File: src/rtl/opc6_bus_arbiter.sv
// Round-robin arbiter that shares one memory/IO bus between two opc6 cores by gating their clken inputs.
// Optional bus-cycle timeout with a sticky error flag is enabled by defining OPC6ARB_TIMEOUT_EN.
module opc6_bus_arbiter #(
  parameter int TIMEOUT = 16
) (
  input  logic        clk,
  input  logic        reset_b,
  input  logic        cpu0_vpa,
  input  logic        cpu0_vda,
  input  logic        cpu0_vio,
  input  logic [15:0] cpu0_address,
  input  logic [15:0] cpu0_dout,
  input  logic        cpu0_rnw,
  output logic        cpu0_clken,
  input  logic        cpu1_vpa,
  input  logic        cpu1_vda,
  input  logic        cpu1_vio,
  input  logic [15:0] cpu1_address,
  input  logic [15:0] cpu1_dout,
  input  logic        cpu1_rnw,
  output logic        cpu1_clken,
  output logic [15:0] cpu_din,
  output logic        mem_vpa,
  output logic        mem_vda,
  output logic        mem_vio,
  output logic [15:0] mem_address,
  output logic [15:0] mem_dout,
  output logic        mem_rnw,
  input  logic [15:0] mem_din,
  input  logic        mem_ready,
  output logic [1:0]  gnt,
  output logic        bus_err
);

  localparam logic [1:0] ST_RST  = 2'd0;
  localparam logic [1:0] ST_ARB  = 2'd1;
  localparam logic [1:0] ST_BUS0 = 2'd2;
  localparam logic [1:0] ST_BUS1 = 2'd3;

  logic [1:0] state_reg, state_next;
  logic [1:0] rcnt_reg, rcnt_next;
  logic       last_reg, last_next;
  logic       req0, req1;
  logic       in_bus;
  logic       tmo;
  logic       done;

  assign req0   = cpu0_vpa | cpu0_vda | cpu0_vio;
  assign req1   = cpu1_vpa | cpu1_vda | cpu1_vio;
  assign in_bus = state_reg[1];

`ifdef OPC6ARB_TIMEOUT_EN
  logic [7:0] tcnt_reg;
  logic       bus_err_reg;

  // Forced completion once the access has waited TIMEOUT bus cycles without ready.
  assign tmo     = in_bus && !mem_ready && (tcnt_reg == 8'(TIMEOUT - 1));
  assign bus_err = bus_err_reg;

  always_ff @(posedge clk or negedge reset_b) begin
    if (!reset_b) begin
      tcnt_reg    <= 8'd0;
      bus_err_reg <= 1'b0;
    end else begin
      if (!in_bus)
        tcnt_reg <= 8'd0;
      else if (!mem_ready)
        tcnt_reg <= tcnt_reg + 8'd1;
      if (tmo)
        bus_err_reg <= 1'b1;
    end
  end
`else
  logic unused_timeout;
  assign unused_timeout = (TIMEOUT > 0);
  assign tmo            = 1'b0;
  assign bus_err        = 1'b0;
`endif

  assign done    = in_bus && (mem_ready || tmo);
  assign cpu_din = tmo ? 16'hFFFF : mem_din;

  always_comb begin
    state_next  = state_reg;
    rcnt_next   = rcnt_reg;
    last_next   = last_reg;
    cpu0_clken  = 1'b1;
    cpu1_clken  = 1'b1;
    gnt         = 2'b00;
    mem_vpa     = 1'b0;
    mem_vda     = 1'b0;
    mem_vio     = 1'b0;
    mem_address = 16'h0000;
    mem_dout    = 16'h0000;
    mem_rnw     = 1'b1;
    case (state_reg)
      ST_RST: begin
        if (rcnt_reg == 2'd2)
          state_next = ST_ARB;
        else
          rcnt_next = rcnt_reg + 2'd1;
      end
      ST_ARB: begin
        cpu0_clken = !req0;
        cpu1_clken = !req1;
        // On contention the core that did not win last time gets the bus.
        if (req0 && req1)
          state_next = last_reg ? ST_BUS0 : ST_BUS1;
        else if (req0)
          state_next = ST_BUS0;
        else if (req1)
          state_next = ST_BUS1;
      end
      ST_BUS0: begin
        gnt         = 2'b01;
        mem_vpa     = cpu0_vpa;
        mem_vda     = cpu0_vda;
        mem_vio     = cpu0_vio;
        mem_address = cpu0_address;
        mem_dout    = cpu0_dout;
        mem_rnw     = cpu0_rnw;
        cpu0_clken  = done;
        cpu1_clken  = !req1;
        if (done) begin
          last_next  = 1'b0;
          state_next = ST_ARB;
        end
      end
      default: begin
        gnt         = 2'b10;
        mem_vpa     = cpu1_vpa;
        mem_vda     = cpu1_vda;
        mem_vio     = cpu1_vio;
        mem_address = cpu1_address;
        mem_dout    = cpu1_dout;
        mem_rnw     = cpu1_rnw;
        cpu1_clken  = done;
        cpu0_clken  = !req0;
        if (done) begin
          last_next  = 1'b1;
          state_next = ST_ARB;
        end
      end
    endcase
  end

  always_ff @(posedge clk or negedge reset_b) begin
    if (!reset_b) begin
      state_reg <= ST_RST;
      rcnt_reg  <= 2'd0;
      last_reg  <= 1'b1;
    end else begin
      state_reg <= state_next;
      rcnt_reg  <= rcnt_next;
      last_reg  <= last_next;
    end
  end

endmodule

File: config.mk
export PLATFORM = sky130hd
export DESIGN_NAME = opc6_bus_arbiter
export DESIGN_NICKNAME = d
export VERILOG_FILES = /design/src/rtl/opc6_bus_arbiter.sv
export SDC_FILE = /design/constraint.sdc
export NUM_CORES = 1
export LEC_CHECK = 0
export CAP_MARGIN = 20
export CORE_ASPECT_RATIO = 1.2
export CORE_MARGIN = 1
export CORE_UTILIZATION = 25
export CTS_CLUSTER_SIZE = 8
export DETAILED_ROUTE_END_ITERATION = 10
export GPL_ROUTABILITY_DRIVEN = 0
export GPL_TIMING_DRIVEN = 0
export PLACE_DENSITY = 0.95
export SETUP_SLACK_MARGIN = 0.1
export SYNTH_ARGS = -nofsm -noshare
export SYNTH_HDL_FRONTEND = slang
export SYNTH_SLANG_ARGS = --single-unit
File: constraint.sdc
create_clock -name clk -period 3 [get_ports clk]
set_input_delay 0.6 -clock clk [delete_from_list [all_inputs] [get_ports clk]]
set_output_delay 0.6 -clock clk [all_outputs]
set_load 0.01 [all_outputs]
**Run 1: gate families picked out**

Drawn at 6 px/micron.
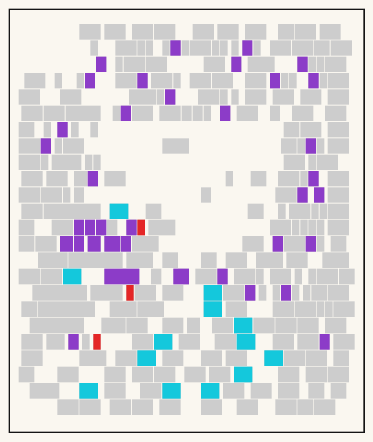
[aoi and oai cells] purple | cells: 37 | most used: o21ai_0
[non-inverting ao/oa cells] cyan | cells: 13 | most used: a22o_1
[inv cells] red | cells: 3 | most used: inv_1

**Run 1: I/O nets highlighted**

Drawn at 6 px/micron.
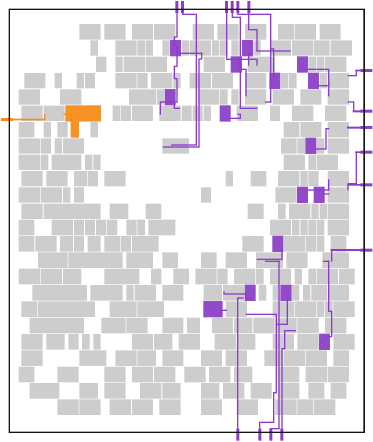
[cpu1_vda] orange | direction: input | edge: west | end cells: 2 | buffers: 1 | wire: 9.90 microns
[mem_dout] purple | direction: output | edge: 6 east, 6 north, 4 south | end cells: 16 | buffers: 16 | wire: 348 microns

==> flow_summary.ini, run 1 <==
; yosys + openroad results
[place]
dp_cells = 333
portBuffers = 130

[critical_path]
setup.worst_path.start_class = input port
timing.critical_path.from = cpu0_vpa
r2r.worst_path.cells = 6
crit_path_end_kind = output pin
data_required_time_at_the_worst_endpoint_ns = 2.40
crit_path_end = cpu0_clken
arrival_ns = 2.20
timing.rr.end = state_reg[0]
worst-path-max-fanout = 3
crit-reg2reg-launch = state_reg[1]

[hold_path]
hold_end = rcnt_reg[1]
min-delay-start = rcnt_reg[1]
holdCritPathClass = flip-flop to flip-flop

[final_layout]
finalNonFillerCells = 337
fill_cells = 339
design_area_sq_um = 2411
utilization_pct = 65.81
antenna_cells_inserted = 0
areaGrowthSynthToFinish_pct = 148.3

[power]
top_power_group = combinational logic
power_frac_seq_pct = 8.0
clock_group_total_power_mw = 0.126
sw_frac_of_total_pct = 42.73
clkPwrFrac_pct = 8.0
net-switching-power_mw = 0.6746
power_frac_comb_pct = 84.0
total_power_density_per_cell_area_nw_per_um2 = 654.7
cell_internal_pwr_mw = 0.9040
report.power.total_mw = 1.579
leakage_power_of_the_design_nw = 1.026

[synthesis]
yosys-mux-area-fraction_pct = 1.546
yosys.cell_types.count = 27
syn-instance-count = 151
synth.cellmix.adderShare_pct = 7.732
synth_area_per_cell_sq_um = 6.430
synth-compound-area-share_pct = 32.73
yosys.stat.chipArea_sq_um = 970.9
synth.cellmix.simpleShare_pct = 24.48
postSynthRegisterBits = 5
ys_seq_share_pct = 13.02
synth.cellmix.xorXnorShare_pct = 0.9021
synth.net_count = 248

[global_route]
grtUsageMet3_pct = 4.444
first_global_vias = 1444
maximum_number_of_pins_on_one_net_before_global_route_repair = 11
grt.met2_usage_pct = 38.89
grt_pass1_wl_mm = 6.555
initial_antenna_violation_count = 0
globalRouteTotalUtil_pct = 20.12

[clocking]
tritoncts = built
clock_tree.htree_level_count = 1
cts.repair_timing.setup_buffer_count = 0
clk_pin_slew_worst_paths_ns = 0.03
clock_insertion_delay_worst_skew_ns = 0.22
cts_hold_buf = 0
sinks_on_clock_net = 5
total_clock_buffers_created_by_cts = 3

[die]
chipHeight_microns = 70.27
die-area_sq_um = 4138
fp_util_pct = 26.50
num_rows = 24
die_width_microns = 58.89

[sta]
rsz0062_at_grt = no
skew_ns = 0.0007837
hold_viol_final = 0
report.final.setup_viol = 0
max_freq_ghz = 0.3569
hold_ws_ns = 0.4810
report.final.slew_viol_count = 0
min_period_over_period_pct = 93.40

[flow_run]
total_number_of_warnings_across_the_stage_logs = 30

[routing]
finalWirelength_mm = 4.431
vias = 1529
1st_iter_drt_viols = 69
antenna_violating_nets_post_route = 0
wl_per_cell_microns = 13.15
first_drt_pass_iteration_count = 4
route.detailed.drc = 0

[outcome]
run_status = finished, final reports clean
**Run 1: clock distribution**

Drawn at 6 px/micron.
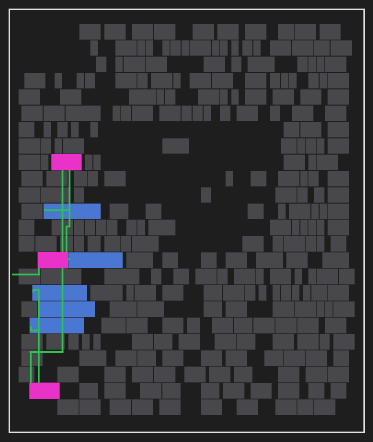
[clock drivers] magenta | count: 3
[flip-flops] blue | count: 5
[clock wires] green | length: 96.5 microns
routed clock nets: 4

[run 1: synth_stat cells (2+ instances only)]
cell type / count / area [sq um]
sky130_fd_sc_hd__dfrtp_1: 4 / 100.1
sky130_fd_sc_hd__clkbuf_1: 5 / 18.77
sky130_fd_sc_hd__buf_4: 17 / 127.6
sky130_fd_sc_hd__o22a_1: 2 / 17.52
sky130_fd_sc_hd__o21ai_0: 27 / 135.1
sky130_fd_sc_hd__inv_1: 3 / 11.26
sky130_fd_sc_hd__a22o_1: 11 / 96.34
sky130_fd_sc_hd__nand2_1: 50 / 187.7
sky130_fd_sc_hd__buf_2: 5 / 25.02
sky130_fd_sc_hd__a21oi_1: 4 / 20.02
sky130_fd_sc_hd__ha_1: 6 / 75.07
sky130_fd_sc_hd__a31oi_1: 2 / 12.51
[run 1: area by class of cell]
cell class              count  area, sq um  area share (%)
repair buffers            130         1314           54.49
multi-input cells         115        658.1           27.30
plain buffers              28        190.2           7.888
flip-flops and latches      5        127.6           5.293
well taps                  52        65.06           2.698
clock buffers               4        45.04           1.868
inverters                   3        11.26          0.4670
[run 1: critical path: stages]
cell                              delay (ns)
sky130_fd_sc_hd__clkdlybuf4s50_1        0.44
sky130_fd_sc_hd__or3_1                  0.41
sky130_fd_sc_hd__o21ai_0                0.18
sky130_fd_sc_hd__clkdlybuf4s50_1        0.56
[run 1: placed cells by master (no fill, tap or decap)]
master                            Yosys  layout
sky130_fd_sc_hd__dfstp_2              1       1
sky130_fd_sc_hd__mux2_4               1       1
sky130_fd_sc_hd__clkbuf_2             0       3
sky130_fd_sc_hd__clkbuf_8             0       3
sky130_fd_sc_hd__clkdlybuf4s50_1      0     125
sky130_fd_sc_hd__a211oi_1             1       1
sky130_fd_sc_hd__dfrtp_2              0       1
sky130_fd_sc_hd__nor2b_1              1       1
sky130_fd_sc_hd__nand2_1             50      50
sky130_fd_sc_hd__o211ai_1             1       1
sky130_fd_sc_hd__o21ai_0             27      27
sky130_fd_sc_hd__inv_1                3       3
sky130_fd_sc_hd__o22a_1               2       2
sky130_fd_sc_hd__or3_1                1       1
sky130_fd_sc_hd__clkbuf_4             0       3
sky130_fd_sc_hd__a21oi_1              4       4
sky130_fd_sc_hd__xnor2_1              1       1
sky130_fd_sc_hd__a31oi_1              2       2
sky130_fd_sc_hd__dlymetal6s2s_1       0       5
sky130_fd_sc_hd__o21ai_1              1       1
sky130_fd_sc_hd__nor3_4               1       1
sky130_fd_sc_hd__nand3_1              1       1
sky130_fd_sc_hd__ha_1                 6       6
sky130_fd_sc_hd__a22o_1              11      11
sky130_fd_sc_hd__or2b_4               1       1
sky130_fd_sc_hd__nor3_1               1       1
sky130_fd_sc_hd__buf_4               17      18
sky130_fd_sc_hd__buf_2                5       2
sky130_fd_sc_hd__dfrtp_1              4       3
sky130_fd_sc_hd__clkbuf_1             5       3
sky130_fd_sc_hd__o21ai_4              1       1
sky130_fd_sc_hd__conb_1               1       1
[run 1: layer usage]
| metal | part of all wire, % | wire, microns |
|---|---|---|
| met1 | 35 | 1569 |
| met2 | 53 | 2349 |
| met3 | 10 | 464 |
| met4 | 1.1 | 48 |
| met5 | 0 | 0 |
**Run 1: wiring heat map**

Drawn at 6 px/micron. The die is cut into 12 by 14 equal tiles; white is low, dark blue is high, scaled to the fullest tile. Values are wire area over tile area, all layers added.
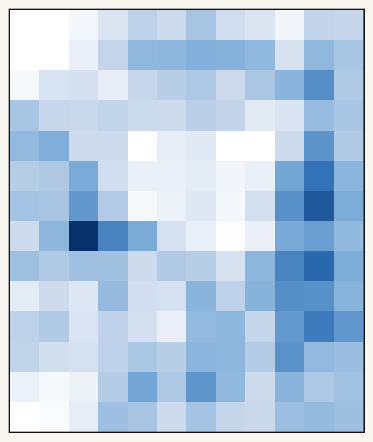

## Run 2: what changed since run 1
CORE_ASPECT_RATIO = not set   (was 1.2)
SKIP_CTS_REPAIR_TIMING = 1   (was not set)
**Run 2: wiring heat map**

Drawn at 6 px/micron. The die is cut into 13 by 13 equal tiles; white is low, dark blue is high, scaled to the fullest tile. Values are wire area over tile area, all layers added.
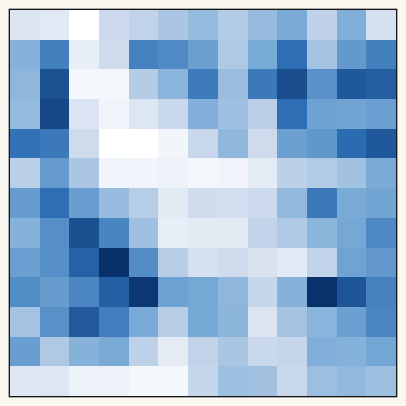
tiles over half the peak: 36%
densest ninth of the die: north-east
nearly empty tiles: 1.8%
emptiest ninth of the die: center

==> flow_summary.ini, run 2 <==
; yosys + openroad results
[outcome]
run_status = finished, final reports clean

[power]
report.power.total_mw = 1.586
leakage_power_of_the_design_nw = 1.082

[die]
chipHeight_microns = 64.32
num_rows = 22
die_width_microns = 64.32
die-area_sq_um = 4137
fp_util_pct = 26.32

[sta]
report.final.setup_viol = 0
min_period_over_period_pct = 93.02
hold_ws_ns = 0.4668
max_freq_ghz = 0.3583
report.final.slew_viol_count = 0
skew_ns = 0.003388

[synthesis]
post-synth-top-count-cell = sky130_fd_sc_hd__nand2_1
synth.net_count = 248
ys_seq_share_pct = 13.02
yosys.stat.chipArea_sq_um = 970.9
postSynthRegisterBits = 5
post_synth_most_frequent_cells = sky130_fd_sc_hd__nand2_1 (50), sky130_fd_sc_hd__o21ai_0 (27), sky130_fd_sc_hd__buf_4 (17)
yosys.cell_types.count = 27

[global_route]
first_global_vias = 1495
maximum_number_of_pins_on_one_net_before_global_route_repair = 11
initial_antenna_violation_count = 0
globalRouteTotalUtil_pct = 21.29

[routing]
route.detailed.drc = 0
first_drt_pass_iteration_count = 4
vias = 1564
1st_iter_drt_viols = 38
finalWirelength_mm = 4.509

[place]
portBuffers = 130

[final_layout]
antenna_cells_inserted = 0
utilization_pct = 65.50
final_layout_top_logic_cell = sky130_fd_sc_hd__clkdlybuf4s50_1

[flow_run]
total_number_of_warnings_across_the_stage_logs = 30

[critical_path]
data_required_time_at_the_worst_endpoint_ns = 2.40
worst-path-max-fanout = 10

[clocking]
total_clock_buffers_created_by_cts = 3
tritoncts = built
clk_pin_slew_worst_paths_ns = 0.04
==> run 2: stage by stage <==
step / area [sq um] / setup WS, ns / instances / TNS (ns)
after floorplan: 970.9 / 0.9773 / 151 / 0
after global placement: 2332 / 0.2167 / 329 / 0
after detailed placement: 2332 / 0.2022 / 329 / 0
after CTS: 2377 / -0.05276 / 333 / -0.2068
after global routing: 2416 / 0.1114 / 333 / 0
final: 2416 / 0.2093 / 333 / 0
==> run 2: logic make-up (layout without fill, tap and decap cells) <==
| logic type | count (synthesis) | after routing | synth area share (%) |
|---|---|---|---|
| other | 1 | 1 | 0.3862 |
| and+or+nand+nor | 56 | 56 | 24.48 |
| buffers and inverters | 31 | 165 | 19.20 |
| muxes | 1 | 1 | 1.546 |
| AOI/OAI and AO/OA | 50 | 50 | 32.73 |
| xor gates and xnor gates | 1 | 1 | 0.9022 |
| DFF | 5 | 5 | 13.02 |
| adders and majority gates | 6 | 6 | 7.732 |
==> run 2: final cells by class <==
type	instances	area (sq um)
timing repair buffer	130	1324
fill	322	1272
multi-input combinational	115	658.1
buffer	28	190.2
sequential	5	127.6
tap	48	60.06
clock buffer	4	45.04
inverter	3	11.26
==> run 2: where the power goes <==
| part | total (mW) | switching [mW] | internal [mW] |
|---|---|---|---|
| registers | 0.130 | 0.0349 | 0.0947 |
| clock network | 0.125 | 0.0342 | 0.0913 |
| logic | 1.33 | 0.618 | 0.712 |
| total | 1.59 | 0.687 | 0.898 |
==> run 2: final timing paths <==
kind / to / slack (ns) / start / cells after the start
max in group asynchronous: last_reg / 2.15 / reset_b / 1
setup reg to reg: state_reg[0] / 1.36 / state_reg[1] / 6
setup / recovery: mem_dout[8] / 0.21 / state_reg[1] / 5
hold reg to reg: rcnt_reg[0] / 0.47 / rcnt_reg[0] / 1
hold / removal: rcnt_reg[0] / 0.47 / rcnt_reg[0] / 1
min in group asynchronous: rcnt_reg[0] / 0.60 / reset_b / 1
==> run 2: per-layer routing <==
| layer | wire [microns] | GRT usage [%] | vias to the layer above |
|---|---|---|---|
| met5 | 0 | 0 | - |
| met4 | 60 | 6.944 | 0 |
| met3 | 435 | 5.357 | 8 |
| met2 | 2359 | 40.53 | 99 |
| met1 | 1654 | 22.34 | 691 |
| li1 | - | - | 766 |
==> run 2: worst max-delay path, cell delays in order, from the launching register on <==
cell                              delay [ns]
sky130_fd_sc_hd__dfrtp_2                0.48
sky130_fd_sc_hd__ha_1                   0.21
sky130_fd_sc_hd__buf_2                  0.18
sky130_fd_sc_hd__clkbuf_1               0.23
sky130_fd_sc_hd__o21ai_0                0.28
sky130_fd_sc_hd__clkdlybuf4s50_1        0.58
**Run 2: I/O nets highlighted**

Drawn at 8 px/micron.
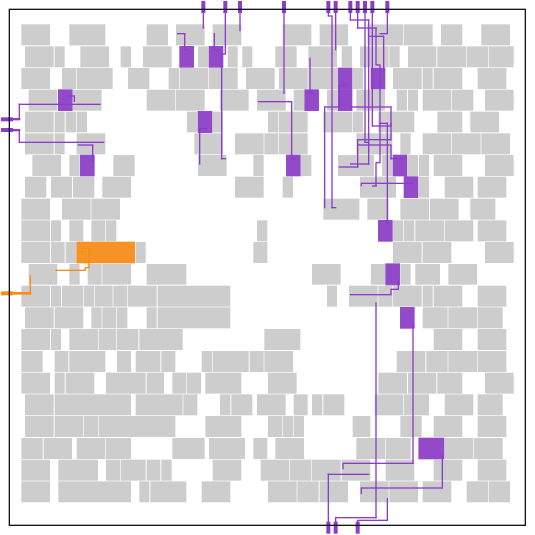

## Run 3: what changed since run 2
MAX_ROUTING_LAYER = met4   (was not set)
**Run 3: I/O nets highlighted**

Drawn at 8 px/micron.
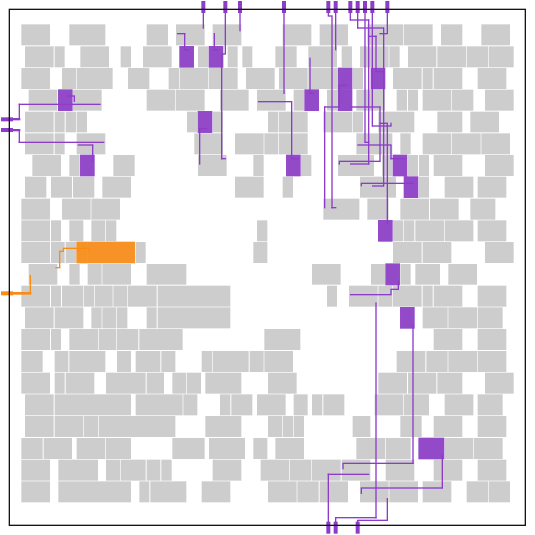
[cpu1_vda] orange | direction: input | edge: west | end cells: 2 | buffers: 1 | wire: 11.5 microns
[mem_dout] purple | direction: output | edge: 11 north, 3 south, 2 west | end cells: 16 | buffers: 16 | wire: 378 microns

==> flow_summary.ini, run 3 <==
; yosys + openroad results
[global_route]
first_global_vias = 1489
globalRouteTotalUtil_pct = 21.91

[outcome]
run_status = finished, final reports clean

[power]
cell_internal_pwr_mw = 0.8983
report.power.total_mw = 1.583
power_frac_seq_pct = 8.2
leakage_power_of_the_design_nw = 1.082
sw_frac_of_total_pct = 43.27
power_frac_comb_pct = 83.9
clkPwrFrac_pct = 7.9

[critical_path]
timing.rr.end = state_reg[0]
setup_slack_on_the_worst_flop_to_flop_path_ns = 1.37
crit_path_end = cpu0_clken
critical_path_depth = 4
cp_num_buf_inv = 2
r2r.worst_path.cells = 6
data_required_time_at_the_worst_endpoint_ns = 2.40
path_cells = clkdlybuf4s50_1, or3_1, o21ai_0, clkdlybuf4s50_1
worst-path-max-fanout = 3
max_stage_delay_ns = 0.57
critical-path-top-cell-by-count = sky130_fd_sc_hd__clkdlybuf4s50_1
crit-reg2reg-launch = state_reg[1]
timing.critical_path.from = cpu0_vpa

[clocking]
clk_pin_slew_worst_paths_ns = 0.04

[sta]
skew_ns = 0.003145
min_period_over_period_pct = 93.16
hold_ws_ns = 0.4668
max_freq_ghz = 0.3578

[synthesis]
synth.cellmix.adderShare_pct = 7.732
postSynthRegisterBits = 5
yosys-mux-area-fraction_pct = 1.546
synth.cellmix.xorXnorShare_pct = 0.9021
synth.net_count = 248
post-synth-top-count-cell = sky130_fd_sc_hd__nand2_1
post_synth_most_frequent_cells = sky130_fd_sc_hd__nand2_1 (50), sky130_fd_sc_hd__o21ai_0 (27), sky130_fd_sc_hd__buf_4 (17)
synth-compound-area-share_pct = 32.73
synthTopLogicFamily = AND-OR/OR-AND gates
ys_seq_share_pct = 13.02
synth.cellmix.simpleShare_pct = 24.48

[routing]
1st_iter_drt_viols = 43
vias = 1572
first_drt_pass_iteration_count = 4
finalWirelength_mm = 4.507
route.detailed.drc = 0

[die]
fp_util_pct = 26.32
die-area_sq_um = 4137
die_width_microns = 64.32

[final_layout]
final_layout_top_logic_cell = sky130_fd_sc_hd__clkdlybuf4s50_1
antenna_cells_inserted = 0
fill_cells = 322

[place]
dp_worst_setup_slack_ns = 0.2022
portBuffers = 130

[flow_run]
total_number_of_warnings_across_the_stage_logs = 30
==> run 3: cell counts in the layout (fill, tap and decap cells not counted) <==
No cell type changed its count.
==> run 3: logic make-up after synthesis <==
group / Yosys count
flip-flops: 5
AND-OR/OR-AND: 50
other: 1
buffers and inverters: 31
adder cells (fa/ha/maj): 6
multiplexers: 1
AND/OR/NAND/NOR: 56
XOR/XNOR: 1
==> run 3: worst min path at each step <==
stage | start | slack (ns) | to | depth (start not counted)
after global routing | rcnt_reg[0] | 0.49 | rcnt_reg[0] | 1
final | rcnt_reg[0] | 0.47 | rcnt_reg[0] | 1
after CTS | rcnt_reg[0] | 0.47 | rcnt_reg[0] | 1
after global placement | rcnt_reg[0] | 0.46 | rcnt_reg[0] | 1
after detailed placement | rcnt_reg[0] | 0.47 | rcnt_reg[0] | 1
after floorplan | reset_b | 0.30 | rcnt_reg[0] | 0
==> run 3: layer usage <==
metal / vias up / GRT usage (%) / wire length (microns)
met1: 699 / 22.77 / 1660
met2: 100 / 40.53 / 2360
met4: 0 / 6.944 / 55
met5: - / - / 0
li1: 765 / - / -
met3: 8 / 4.821 / 431
==> run 3: power by group through the flow <==
stage               clock [mW]  sequential (mW)  combinational, mW
floorplan                    0            0.118              0.622
global placement             0            0.124               1.31
detailed placement           0            0.126               1.33
CTS                      0.126            0.127               1.34
global route             0.133            0.136               1.44
finish                   0.125            0.130               1.33
==> run 3: cell type report <==
cell class | instances | area [sq um] | share of cell area [%]
Buffer | 28 | 190.2 | 7.872
Clock buffer | 4 | 45.04 | 1.864
Inverter | 3 | 11.26 | 0.4661
Multi-Input combinational cell | 115 | 658.1 | 27.24
Tap cell | 48 | 60.06 | 2.486
Timing Repair Buffer | 130 | 1324 | 54.79
Sequential cell | 5 | 127.6 | 5.282
==> run 3: stage by stage <==
step / cells / cell area (sq um) / setup TNS, ns / util [%]
CTS: 333 / 2377 / -0.2068 / 64.45
finish: 333 / 2416 / 0 / 65.50
floorplan: 151 / 970.9 / 0 / -
global placement: 329 / 2332 / 0 / 63.23
detailed placement: 329 / 2332 / 0 / 63.23
global route: 333 / 2416 / 0 / 65.50
No activity file was given, so power comes from the tool's default toggle rates.
